<file path="src/rtl/i2c_scl_engine_if.sv">
// Command/response bundle between the I2C master FSM and the bus-timing engine.
// The master drives commands; the engine reports completion, errors and sampled SDA bits.
interface i2c_scl_engine_if #(
    parameter int FRAME_BITS = 9
);
    logic                  cmd_valid;
    logic                  cmd_ready;
    logic [1:0]            cmd;
    logic [FRAME_BITS-1:0] tx_data;
    logic [FRAME_BITS-1:0] rx_data;
    logic                  done;
    logic                  err;
    logic [1:0]            err_code;
    logic                  busy;

    modport master (
        output cmd_valid, cmd, tx_data,
        input  cmd_ready, rx_data, done, err, err_code, busy
    );

    modport slave (
        input  cmd_valid, cmd, tx_data,
        output cmd_ready, rx_data, done, err, err_code, busy
    );
endinterface

</file>
<file path="src/rtl/i2c_scl_engine.sv">
// I2C bus-timing engine: owns the SCL/SDA open-drain enables and sequences
// START, RESTART, one data+ACK frame, and STOP with slave clock stretching.
module i2c_scl_engine #(
    parameter int HALF_PERIOD = 20,
    parameter int FRAME_BITS  = 9,
    parameter int STRETCH_MAX = 1000
) (
    input  logic            clk,
    input  logic            rst,
    i2c_scl_engine_if.slave bus,
    output logic            scl_oe,
    output logic            sda_oe,
    input  logic            scl_in,
    input  logic            sda_in
);
    localparam int HW = (HALF_PERIOD > 1) ? $clog2(HALF_PERIOD) : 1;
    localparam int SW = (STRETCH_MAX > 1) ? $clog2(STRETCH_MAX) : 1;
    localparam int BW = $clog2(FRAME_BITS);

    localparam logic [HW-1:0] HALF_LAST    = HW'(HALF_PERIOD - 1);
    localparam logic [SW-1:0] STRETCH_LAST = SW'(STRETCH_MAX - 1);
    localparam logic [BW-1:0] TOP_BIT      = BW'(FRAME_BITS - 1);

    localparam logic [1:0] ERR_ILLEGAL = 2'b01;
    localparam logic [1:0] ERR_TIMEOUT = 2'b10;

    typedef enum logic [1:0] {
        CMD_START   = 2'b00,
        CMD_XFER    = 2'b01,
        CMD_STOP    = 2'b10,
        CMD_RESTART = 2'b11
    } cmd_t;

    typedef enum logic [3:0] {
        S_IDLE, S_START_A, S_START_B, S_HELD, S_BIT_LO, S_BIT_HI,
        S_STOP_A, S_STOP_B, S_STOP_C, S_RS_A, S_RS_B
    } state_t;

    state_t                state;
    logic [HW-1:0]         half_cnt;
    logic [SW-1:0]         stretch_cnt;
    logic [BW-1:0]         bit_idx;
    logic [FRAME_BITS-1:0] tx_q;

    logic          accept;
    logic          stalled;
    logic          half_end;
    logic          timeout;
    logic [BW-1:0] next_idx;

    // Phases that release SCL wait for the line to actually rise before timing the half-period.
    always_comb begin
        // NOTE: every combinational output gets a default first so no latch is inferred.
        stalled  = 1'b0;
        accept   = bus.cmd_valid && bus.cmd_ready;
        next_idx = bit_idx - 1'b1;
        if (state inside {S_START_A, S_BIT_HI, S_STOP_B, S_STOP_C, S_RS_B}) begin
            stalled = !scl_in;
        end
        half_end = !stalled && (half_cnt == HALF_LAST);
        timeout  = stalled && (stretch_cnt == STRETCH_LAST);
    end

    // NOTE: sequential state uses non-blocking assignments only; all outputs are registers,
    // so the asynchronous reset releases both lines the moment rst rises.
    always_ff @(posedge clk or posedge rst) begin
        if (rst) begin
            state        <= S_IDLE;
            half_cnt     <= '0;
            stretch_cnt  <= '0;
            bit_idx      <= '0;
            tx_q         <= '0;
            scl_oe       <= 1'b0;
            sda_oe       <= 1'b0;
            bus.cmd_ready <= 1'b1;
            bus.done     <= 1'b0;
            bus.err      <= 1'b0;
            bus.err_code <= 2'b00;
            bus.busy     <= 1'b0;
            bus.rx_data  <= '0;
        end else begin
            bus.done    <= 1'b0;
            bus.err     <= 1'b0;
            stretch_cnt <= stalled ? stretch_cnt + 1'b1 : '0;
            if (state == S_IDLE || state == S_HELD || half_end) begin
                half_cnt <= '0;
            end else if (!stalled) begin
                half_cnt <= half_cnt + 1'b1;
            end

            if (timeout) begin
                state         <= S_IDLE;
                stretch_cnt   <= '0;
                scl_oe        <= 1'b0;
                sda_oe        <= 1'b0;
                bus.busy      <= 1'b0;
                bus.cmd_ready <= 1'b1;
                bus.err       <= 1'b1;
                bus.err_code  <= ERR_TIMEOUT;
            end else begin
                case (state)
                    S_IDLE: begin
                        if (accept) begin
                            if (bus.cmd == CMD_START) begin
                                state         <= S_START_A;
                                scl_oe        <= 1'b0;
                                sda_oe        <= 1'b1;
                                bus.cmd_ready <= 1'b0;
                            end else begin
                                bus.err      <= 1'b1;
                                bus.err_code <= ERR_ILLEGAL;
                            end
                        end
                    end
                    S_HELD: begin
                        if (accept) begin
                            case (bus.cmd)
                                CMD_XFER: begin
                                    state         <= S_BIT_LO;
                                    tx_q          <= bus.tx_data;
                                    bit_idx       <= TOP_BIT;
                                    scl_oe        <= 1'b1;
                                    sda_oe        <= ~bus.tx_data[FRAME_BITS-1];
                                    bus.cmd_ready <= 1'b0;
                                end
                                CMD_STOP: begin
                                    state         <= S_STOP_A;
                                    scl_oe        <= 1'b1;
                                    sda_oe        <= 1'b1;
                                    bus.cmd_ready <= 1'b0;
                                end
                                CMD_RESTART: begin
                                    state         <= S_RS_A;
                                    scl_oe        <= 1'b1;
                                    sda_oe        <= 1'b0;
                                    bus.cmd_ready <= 1'b0;
                                end
                                default: begin
                                    bus.err      <= 1'b1;
                                    bus.err_code <= ERR_ILLEGAL;
                                end
                            endcase
                        end
                    end
                    S_START_A: if (half_end) begin
                        state  <= S_START_B;
                        scl_oe <= 1'b1;
                    end
                    S_START_B: if (half_end) begin
                        state         <= S_HELD;
                        bus.busy      <= 1'b1;
                        bus.done      <= 1'b1;
                        bus.cmd_ready <= 1'b1;
                    end
                    S_BIT_LO: if (half_end) begin
                        state  <= S_BIT_HI;
                        scl_oe <= 1'b0;
                    end
                    S_BIT_HI: if (half_end) begin
                        bus.rx_data[bit_idx] <= sda_in;
                        scl_oe               <= 1'b1;
                        if (bit_idx == '0) begin
                            state         <= S_HELD;
                            sda_oe        <= 1'b0;
                            bus.done      <= 1'b1;
                            bus.cmd_ready <= 1'b1;
                        end else begin
                            state   <= S_BIT_LO;
                            bit_idx <= next_idx;
                            sda_oe  <= ~tx_q[next_idx];
                        end
                    end
                    S_STOP_A: if (half_end) begin
                        state  <= S_STOP_B;
                        scl_oe <= 1'b0;
                    end
                    S_STOP_B: if (half_end) begin
                        state  <= S_STOP_C;
                        sda_oe <= 1'b0;
                    end
                    S_STOP_C: if (half_end) begin
                        state         <= S_IDLE;
                        bus.busy      <= 1'b0;
                        bus.done      <= 1'b1;
                        bus.cmd_ready <= 1'b1;
                    end
                    S_RS_A: if (half_end) begin
                        state  <= S_RS_B;
                        scl_oe <= 1'b0;
                    end
                    S_RS_B: if (half_end) begin
                        state  <= S_START_A;
                        sda_oe <= 1'b1;
                    end
                    default: state <= S_IDLE;
                endcase
            end
        end
    end
endmodule

</file>
<file path="src/flat_wrapper.sv">
// flat-port wrapper written by rule: the top's interface ports become plain ports
module i2c_scl_engine_flat 
#(
    parameter int HALF_PERIOD = 20,
    parameter int FRAME_BITS  = 9,
    parameter int STRETCH_MAX = 1000
)
  (clk, rst, scl_oe, sda_oe, scl_in, sda_in, bus_cmd_valid, bus_cmd, bus_tx_data, bus_cmd_ready, bus_rx_data, bus_done, bus_err, bus_err_code, bus_busy);
  i2c_scl_engine_if #(.FRAME_BITS(FRAME_BITS)) bus_i ();
  input  logic clk;
  input  logic rst;
  output logic scl_oe;
  output logic sda_oe;
  input  logic scl_in;
  input  logic sda_in;
  input wire logic [$bits(bus_i.cmd_valid)-1:0] bus_cmd_valid;
  input wire logic [$bits(bus_i.cmd)-1:0] bus_cmd;
  input wire logic [$bits(bus_i.tx_data)-1:0] bus_tx_data;
  output wire logic [$bits(bus_i.cmd_ready)-1:0] bus_cmd_ready;
  output wire logic [$bits(bus_i.rx_data)-1:0] bus_rx_data;
  output wire logic [$bits(bus_i.done)-1:0] bus_done;
  output wire logic [$bits(bus_i.err)-1:0] bus_err;
  output wire logic [$bits(bus_i.err_code)-1:0] bus_err_code;
  output wire logic [$bits(bus_i.busy)-1:0] bus_busy;
  assign bus_i.cmd_valid = bus_cmd_valid;
  assign bus_i.cmd = bus_cmd;
  assign bus_i.tx_data = bus_tx_data;
  assign bus_cmd_ready = bus_i.cmd_ready;
  assign bus_rx_data = bus_i.rx_data;
  assign bus_done = bus_i.done;
  assign bus_err = bus_i.err;
  assign bus_err_code = bus_i.err_code;
  assign bus_busy = bus_i.busy;
  i2c_scl_engine #(.HALF_PERIOD(HALF_PERIOD), .FRAME_BITS(FRAME_BITS), .STRETCH_MAX(STRETCH_MAX)) u_core (.clk(clk), .rst(rst), .bus(bus_i), .scl_oe(scl_oe), .sda_oe(sda_oe), .scl_in(scl_in), .sda_in(sda_in));
endmodule
</file>
<file path="config.mk">
export PLATFORM = sky130hd
export DESIGN_NAME = i2c_scl_engine_flat
export DESIGN_NICKNAME = d
export VERILOG_FILES = /design/src/rtl/i2c_scl_engine_if.sv /design/src/rtl/i2c_scl_engine.sv /design/src/flat_wrapper.sv
export SDC_FILE = /design/constraint.sdc
export NUM_CORES = 1
export LEC_CHECK = 0
export CAP_MARGIN = 0
export CORE_ASPECT_RATIO = 1.5
export CORE_MARGIN = 3
export CORE_UTILIZATION = 56
export CTS_BUF_LIST = sky130_fd_sc_hd__clkbuf_16
export CTS_CLUSTER_DIAMETER = 50
export DETAILED_ROUTE_END_ITERATION = 10
export PLACE_DENSITY = 0.85
export SYNTH_ARGS = -nofsm -noshare
export SYNTH_HDL_FRONTEND = slang
export SYNTH_SLANG_ARGS = --single-unit
</file>
<file path="constraint.sdc">
create_clock -name clk -period 3.02 [get_ports clk]
set_clock_uncertainty 0.15 [all_clocks]
set_input_delay 0.302 -clock clk [delete_from_list [all_inputs] [get_ports clk]]
set_output_delay 0.302 -clock clk [all_outputs]
set_load 0.05 [all_outputs]
</file>
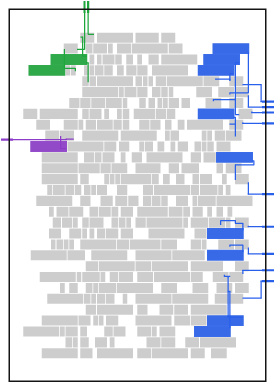
*Port wiring*
Drawn at 4 px/um.
legend:
  blue:
    port: bus_rx_data
    bits: 9
    direction: output
    edge: east
    end_cells: 9
    buffers: 9
    wire: 151 um
  green:
    port: bus_err_code
    bits: 2
    direction: output
    edge: north
    end_cells: 2
    buffers: 2
    wire: 37.7 um
  purple:
    port: bus_done
    bits: 1
    direction: output
    edge: west
    end_cells: 1
    buffers: 1
    wire: 20.0 um

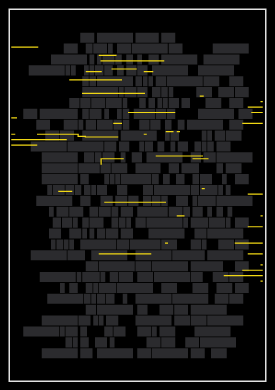
*M3 wires*
Drawn at 4 px/um.
nets with wire on the layer: 33
longest straight run: 15.6 um
main direction: horizontal

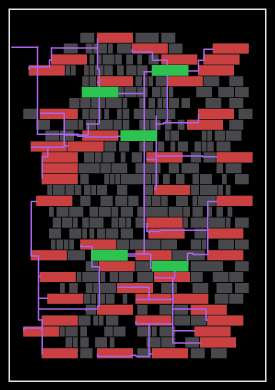
*Routed clock nets over the placement*
Drawn at 4 px/um.
legend:
  green:
    item: clock-net drivers
    count: 5
  purple:
    item: clock wires
    length: 558 um
  red:
    item: flip-flops
    count: 49
routed clock nets: 6
flops lie: widely spread
Clk. pwr: 0.552 mW
clock power share: 0.437

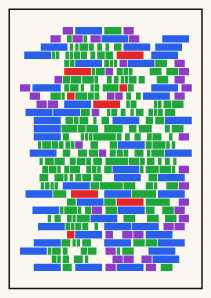
*Placement by cell class*
Drawn at 3 px/um.
legend:
  red:
    class: clock drivers and dummy loads
    cells: 8
    share_of_their_area: 4.5%
  purple:
    class: remaining buffers and delay cells
    cells: 41
    share_of_their_area: 12%
  green:
    class: remaining logic cells
    cells: 210
    share_of_their_area: 46%
  blue:
    class: sequential cells
    cells: 49
    share_of_their_area: 38%

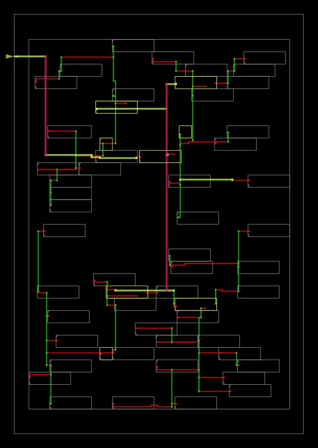
*Clock nets*
Skew-Pair Late Insertion Delay: 290 ps
# clock sinks: 49
num sequential: 49
CLK BUF: 5
Num CTS Buffers: 5

==> out/qor.yml <==
outcome: "finished, final reports clean"
grtUsageTotal: 0.226
p_seq_mw: 0.658
swShare: 0.219
p_leak_nw: 1.38
hpwl_um: 4560
reg_top3: "u_core.stretch_cnt: 10 flops, u_core.bus.rx_data: 9 flops, u_core.tx_q: 9 flops"
final_area_mm2: 0.00335
dr.pass1.iters: 4
use_met2: 0.405
grt_use_met1: 0.254
antenna_cells: 0
endpoint_kind: "flop"
placed_cell_area_mm2: 0.00320
ys_cells: 274
routed.top_layer: "met4"
cpMaxStageDelayCell: "mux4_2"
clkCellAreaFrac: 0.0441
peakVddDrop_mv: 0.318
cts.clk_slew.worst_paths_ps: 70
path_class: "reg2reg"
mostFrequentLayoutCells: "dfrtp_1, clkdlybuf4s50_1, nor2_1"
maxCapViolations: 0
wl_met3_um: 223
crit_end: "u_core.sda_oe"
final_layout_size_suffix_gt1_frac: 0.182
path_buffers: 1
met3_usage: 0.0461
p_int_mw: 0.987
ant_nets: 0
die-area_mm2: 0.00590
grt_pass1_wl_um: 10600
dominant_cells: "logic gates"
cts_hold_buf: 0
r2r_slack_ps: 290
pwr_density_cell_mw_per_mm2: 377
synthAdderAreaFrac: 0.0268
crit_family: "AND-OR/OR-AND gates"
fp_util: 0.597
comb_share: 0.439
met1_length_um: 2410
htree_levels: 2
syn_inst: 274
synth_warnings: 0
wl_met2_um: 3280
worst_r2r_endpoint: "u_core.sda_oe"
largest_register_ffs: 10
routed_wl_um: 6050
powerComb_mw: 0.0534
reg2reg_depth: 7
postSynthSeqShare: 0.438
cpPeakStageDelay_ps: 540
clk_path_buf_depth: 2
synthToLayoutAreaGrowth_pct: 19.6
synth_flops: 49
yosys-top-cells-count: "dfrtp_1, nor2_1, nand2_1"
pre_cts_ws_ps: 278
area_leaders: "dfrtp_1, mux2_2, nor2_1"
final-nonclk-buf-share: 0.116
synth.comb.largest_family: "simple AND/OR/NAND/NOR gates"
regArea_mm2: 0.00123
slew_viol_final: 0
dp_cells: 364
drc: 0
p_comb_frac: 0.042
slew_headroom: 0.642
hold_path_class: "in2async"
fmax_ghz: 0.367
syn_avg_cell_area_um2: 10.2
syn_nets: 296
core-area_mm2: 0.00469
grt_busiest_layer: "met2"
cts_resized: 0
post-cts-setup-buffers: 0
mostFrequentLayoutCell: "dfrtp_1"
yosysMostFrequentCell: "dfrtp_1"
startpoint: "u_core.bit_idx[0]"
final.fill_count: 348
seqPwrFrac: 0.521
ys_types: 69
worstPathArrival_ps: 2780
cp_max_fo: 6
edf_count: 0
rr_startpoint: "u_core.bit_idx[0]"
drtIter0Drc: 150
warnings: 29
comb_area_mm2: 0.00147
non_clock_inverter_count: 9
port_buffers: 32
p_sw_mw: 0.276
signal_buffers: 41
regMostFlops: "u_core.stretch_cnt"
grt_pass1_vias: 2257
hold_violations: 0
hold_slack_ps: 178
rsz0062_at_grt: "false"
compound_area_frac: 0.167
synth_chip_area_mm2: 0.00280
cp.depth: 7
setup_viol: 0
power-top-group: "sequential cells"
final_cells: 372
yosysTopAreaCellShare: 0.429
period_used_share: 0.903
cts_tree: "done"
ios: 33
grt_antenna_before_repair: 0
cp-start-kind: "flop"
synth-xor-area-share: 0.0469
dr_total_vias: 2239
tightest_slew_ps: 536
rows: 30
synthArstFlopShare: 1.00
die_x_um: 63.7
drt-wirelength-per-cell_um: 16.3
place_congestion: 0.886
viasPerCell: 6.02
ys_sh_simple: 0.185
post-route-min-period_ps: 2730
syn_area_mm2: 0.00280
finalWorstSetupSlack_ps: 294
nWellTaps: 64
post-route-util: 0.714
overflow: 0
finalSetupTns_ps: 0
seq_share: 0.366
p_total_mw: 1.26
mux_share: 0.0974
die_h_um: 92.6
grt_max_degree: 29
nets: 329
No activity file was given, so power comes from the tool's default toggle rates.
